Design locked_irq_arbiter, sky130hd; sources not shown.
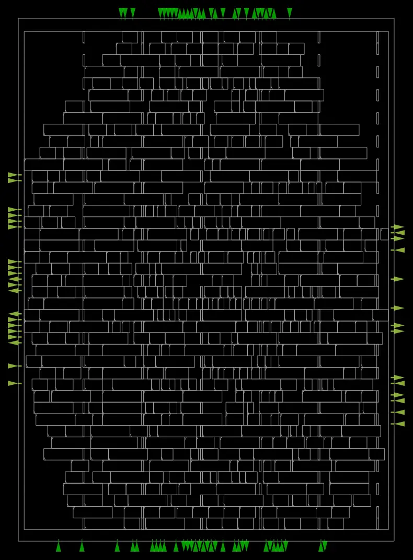
Figure 1: run 1, cell outlines without signal wires.
number of cell rows: 43
well-tap cell count: 135
filler-free cell count of the finished design: 696

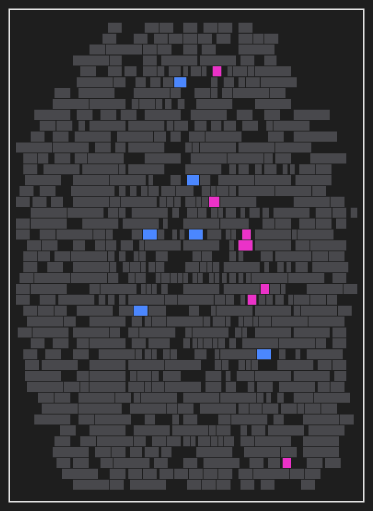
Figure 2: run 1, gate-type map.
Drawn at 4 px/µm.
[AND-OR and OR-AND gates] blue | cells: 6 | most used: a32o_1
[AND and OR gates] magenta | cells: 7
most used logic cell in the final layout: dfrtp_1
multi-input gate share of total cell area: 0.301

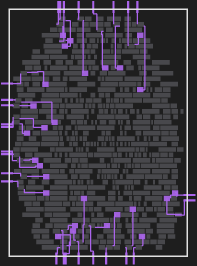
Figure 3: run 1, nets reached from selected ports.
Drawn at 2 px/µm.
[irq_req] purple | bits: 27 | direction: input | end cells: 27 | buffers: 27 | wire: 570 µm
number of top-level pins: 94
count of buffers inserted at the top-level ports: 93

==> run summary, run 1 <==
Quick summary of the implementation run below.

The count of flip-flops with a built-in enable after synthesis is 0. The routed wire length on met3 is 544 µm. In the post-synthesis netlist, the biggest area contributors are dfrtp_1 59%, mux2_2 13%, nand3b_1 3.7%.

The number of stages on the worst setup path is 7. In this run the layout overhead on the synthesized area is reported as 30.3%. The longest clock path from root to sink contains 2 buffers. Per the OpenROAD power report, leakage power amounts to 3.04 nW. The largest total area in the synthesized netlist belongs to dfrtp_1.

Measured against its own limit, the worst slew margin works out to 0.327. Setup repair after global routing left no endpoint under its margin. The worst-case register-to-register setup slack came out at 2.89 ns.

TritonCTS built the clock tree. The final estimated routing congestion in global placement is 0.826. The mapped netlist covers 5520 µm². The synthesized area per cell is 12.4 µm². The shortest period the worst path allows is 2.42 ns. The count of unique library cells instantiated by Yosys came out at 47. Once layout is complete, the utilization of the core stands at 0.719. The endpoint arrival time on the critical path is 2.65 ns. The maximum level of the CTS H-tree came out at 4. The initial antenna violation count is 0. Clock network power for this build is 0.00123 W.

Summed over all failing endpoints, the final setup total negative slack is 0 ns. The synthesis warning total is 0. In the synthesized netlist, the cells that appear most often are 131 x dfrtp_1, 64 x mux2_2, 39 x nand2_1, 36 x a21oi_1, 30 x o21ai_0. For this configuration, the core starts out at a cell density of 0.552. Total global-route track usage over all layers is 0.264. The wire length after detailed routing is 13.0 mm. The buffer count from post-CTS setup fixing came out at 0. The total power consumption of the routed design is 0.00400 W. The flow ran to the end, and the final reports show no timing, DRC or antenna violations. Counting endpoints that fail hold in the final report gives 0. The endpoint required time on the critical path came out at 5.30 ns. The critical-path maximum fanout is 17.

The count of placed standard cells including taps came out at 664. The global routing usage on met3 is 0.0551. Note that the worst hold path type here is register to register.

The script parses the final routing iteration and logs DRC violations as 0. Per the OpenROAD power report, switching power amounts to 0.00122 W. The core box area is 10000 µm². For this block, the via count after detailed routing is 3987.
[run 1: layout by cell type (no fill, tap or decap), types with 2 or more instances in the layout]
| cell type | Yosys | layout |
|---|---|---|
| dfrtp_1 | 131 | 131 |
| clkdlybuf4s50_1 | 0 | 92 |
| mux2_2 | 64 | 64 |
| nand2_1 | 39 | 39 |
| a21oi_1 | 36 | 36 |
| o21ai_0 | 30 | 30 |
| nand3b_1 | 27 | 27 |
| clkbuf_16 | 0 | 17 |
| xnor2_1 | 16 | 16 |
| xor2_1 | 14 | 14 |
| nor2_1 | 11 | 11 |
| a22oi_1 | 7 | 7 |
| inv_1 | 7 | 6 |
| nand3_1 | 5 | 5 |
| clkinv_2 | 0 | 5 |
| clkinvlp_4 | 0 | 4 |
| a22oi_2 | 3 | 3 |
| a32o_1 | 3 | 3 |
| o21ai_1 | 3 | 3 |
| a31oi_1 | 3 | 3 |
| bufinv_16 | 0 | 3 |
| buf_4 | 0 | 3 |
| nand2b_1 | 2 | 2 |
| nand4_1 | 2 | 2 |
| o211ai_1 | 2 | 2 |
| a32oi_1 | 2 | 2 |
| a22o_1 | 2 | 2 |
| o21bai_1 | 2 | 2 |
| clkinv_4 | 0 | 2 |
[run 1: area by class of cell]
cell class,instances,area (µm²),area share
Sequential cell,131,3280,0.456
Multi-Input combinational cell,295,2170,0.301
Timing Repair Buffer,96,948,0.132
Clock buffer,18,439,0.0611
Tap cell,135,169,0.0235
Clock inverter,14,163,0.0226
Inverter,7,28.8,0.00400
[run 1: cell families after synthesis]
group | after synthesis | synth area share
simple gates | 98 | 0.0959
compound gates | 102 | 0.116
buf+inv | 20 | 0.0141
flops | 131 | 0.594
xor+xnor | 30 | 0.0476
mux | 65 | 0.132
==> run 1 -> run 2 <==
- CORE_UTILIZATION: 53 -> 48
- PLACE_DENSITY: 0.81 -> 0.77
- clock period: 5.07 -> 2.2 ns (I/O delays scaled with it)
==> run summary, run 2 <==
Quick summary of the implementation run below.

The flow ran to the end, and the final reports show no timing, DRC or antenna violations. The chip area line of the yosys report came out at 5520 µm². The worst slew slack as a fraction of its limit is 0.570 (+0.243).

The clock insertion delay at the later pin of the skew report is 0.41 ns. The standard-cell row count came to 46 (+7.0%). Of the cells placed in the final design, the portion with a size suffix greater than 1 is 0.285. The synthesis warning total came out at 0 (unchanged).

The hold violation total from the final report is 0 (unchanged). After detailed routing, the number of vias per cell comes to 5.65. Leaving out fill and tap cells, the most frequent cells in the layout are 128 x dfrtp_1, 67 x clkdlybuf4s50_1, 63 x mux2_2.

Walking the worst path, the cells encountered are a22oi_2 > nand3_2 > nor3_4 > and2b_1 > xnor2_1 > mux2_4. The count of unique library cells instantiated by Yosys was 47 (unchanged). The critical-path maximum fanout is 3 (-14). The largest buffer count on any clock path came out at 2 (unchanged). The cell area after technology mapping came to 5520 µm² (unchanged). The number of buffers added by the clock tree synthesis step is 17. The number of stages on the worst setup path is 6 (-1). The endpoint arrival time on the critical path came out at 2.10 ns (-0.55 ns). The worst-case register-to-register setup slack is 0.29 ns (-2.60 ns). The count of nets left with antenna violations after detail routing is 0. The fraction of synthesis flops using an asynchronous set or reset pin came out at 1.00. The number of DRC violations after detailed routing is 0 (unchanged). The clock power share is 0.305. The initial detailed-routing violation count is 374.

The net count entering floorplan came out at 506. The endpoint required time on the critical path came to 2.39 ns (-2.91 ns). The net total in the final layout is 647. Of all cell types, the one taking the most synthesized area is dfrtp_1. The tightest min-delay check is of the input pin to async pin type.

The count of flip-flops with a built-in enable after synthesis was 0 (unchanged). The wire length after detailed routing came to 14.0 mm (+7.6%). The core box area came out at 11300 µm² (+13%). The initial antenna violation count is 0 (unchanged). The shortest period the worst path allows came out at 1.91 ns.

The cell leakage power came out at 3.43 nW (+13%). The layout-stage area growth over the synthesis result is 39.4%. Per the STA report, the cell with the highest stage delay on the worst path is dfrtp_1. After synthesis, the cell types taking the most area are dfrtp_1 59%, mux2_2 13%, nand3b_1 3.7%. The synthesized area per cell came to 12.4 µm² (unchanged).

On the reported timing paths, the clock transition at the registers reads 0.06 ns. The TritonCTS clock tree is done. The quantity of I/O buffers inserted on ports came to 93 (unchanged). The total number of clock tree sinks is 131. The most frequently placed logic cell in the final layout is dfrtp_1. The die outline width is 92.6 µm. The report lists the power per cell area as 1280 nW/µm². The count of placed standard cells including taps came to 682 (+2.7%).

STA shows the worst reg2reg path with a cell count of 6. The total cells reported by yosys after synthesis is 446. The flip-flop and latch count after synthesis is 131.

Entering global routing, the biggest net connects 73 pins. The total negative slack is 0 ns (unchanged). In the synthesized netlist, the cells that appear most often are 131 x dfrtp_1, 64 x mux2_2, 39 x nand2_1, 36 x a21oi_1, 30 x o21ai_0. Setup repair after global routing could not meet its margin everywhere. The critical path startpoint category is a register. The number of diodes is 0. The highest attainable clock frequency is 0.522 GHz. The maximum level of the CTS H-tree came to 4 (unchanged). The via count was 4203 (+5.4%).

The net load switching power is 0.00299 W (+140%). In this run the VDD rail shows a maximum IR drop of 0.000767 V. The critical path is of the register to register type. The final estimated routing congestion in global placement is 0.837 (+1.3%). The global-route usage over all layers came to 0.247 (-0.0161). The initial standard-cell utilization of the core was 0.489 (-0.0623). The final standard cell count with taps included and fillers excluded came out at 744 (+6.9%). The number of top-level design ports came out at 94 (unchanged).
[run 2: routing by layer]
layer	global-route usage	wire [µm]	vias to the layer above
met5	0	0	-
met4	0.156	571	0
met3	0.0502	531	45
met2	0.419	7460	165
met1	0.288	5430	2107
li1	-	-	1886
[run 2: cell families (layout without fill, tap and decap cells)]
group                  after synthesis  count (layout)  synth area share
AND-OR/OR-AND                      102             102             0.116
AND/OR/NAND/NOR                     98              98            0.0959
buffers and inverters               20             174            0.0141
XOR/XNOR                            30              30            0.0476
flip-flops                         131             131             0.594
multiplexers                        65              65             0.132
[run 2: cell type report]
type / instances / area (µm²)
fillers: 809 / 3580
flip-flops and latches: 131 / 3280
inverters: 7 / 30.0
well taps: 144 / 180
repair buffers: 135 / 1270
clock inverters: 8 / 148
multi-input cells: 295 / 2300
clock buffers: 24 / 492
[run 2: repair_timing]
item / CTS / global route
endpoints found under the setup margin: 32 / 15
gates cloned: 1 / 0
buffers inserted: 18 / 11
pin swaps: 18 / 13
gates resized: 34 / 23
hold buffers: 0 / 0
[run 2: per-stage QoR]
stage | total power [W] | worst slack [ns] | utilization | hold slack (ns)
after floorplan | 0.00542 | 0.257 | - | 0.210
after global placement | 0.00633 | -0.0154 | 0.597 | 0.353
after detailed placement | 0.00647 | -0.0522 | 0.597 | 0.353
after CTS | 0.00966 | 0.354 | 0.668 | 0.147
after global routing | 0.0103 | 0.212 | 0.682 | 0.179
final | 0.00986 | 0.286 | 0.682 | 0.167
[run 2: power groups by stage]
stage	Sequential, W	Clock, W	Combinational, W
3_5_place_dp	0.00394	0	0.00253
2_1_floorplan	0.00381	0	0.00161
3_3_place_gp	0.00389	0	0.00244
5_1_grt	0.00404	0.00315	0.00314
6_report	0.00394	0.00301	0.00291
4_1_cts	0.00391	0.00304	0.00272
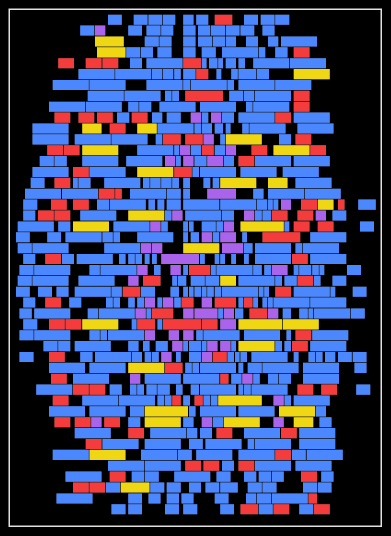
Figure 4: run 2, sizing map.
Drawn at 4 px/µm.
[drive 2] red | cells: 92 | most used: mux2_2
[drive 3 to 4] purple | cells: 49 | most used: buf_4
[drive 1 or less] blue | cells: 429 | most used: dfrtp_1
[drive 6 and up] yellow | cells: 30 | most used: clkbuf_16
min setup slack post-route: 0.286 ns
Non-Clock Buffer Count: 135
final std cell area, no fill: 7700 µm²

No activity file was given, so power comes from the tool's default toggle rates.
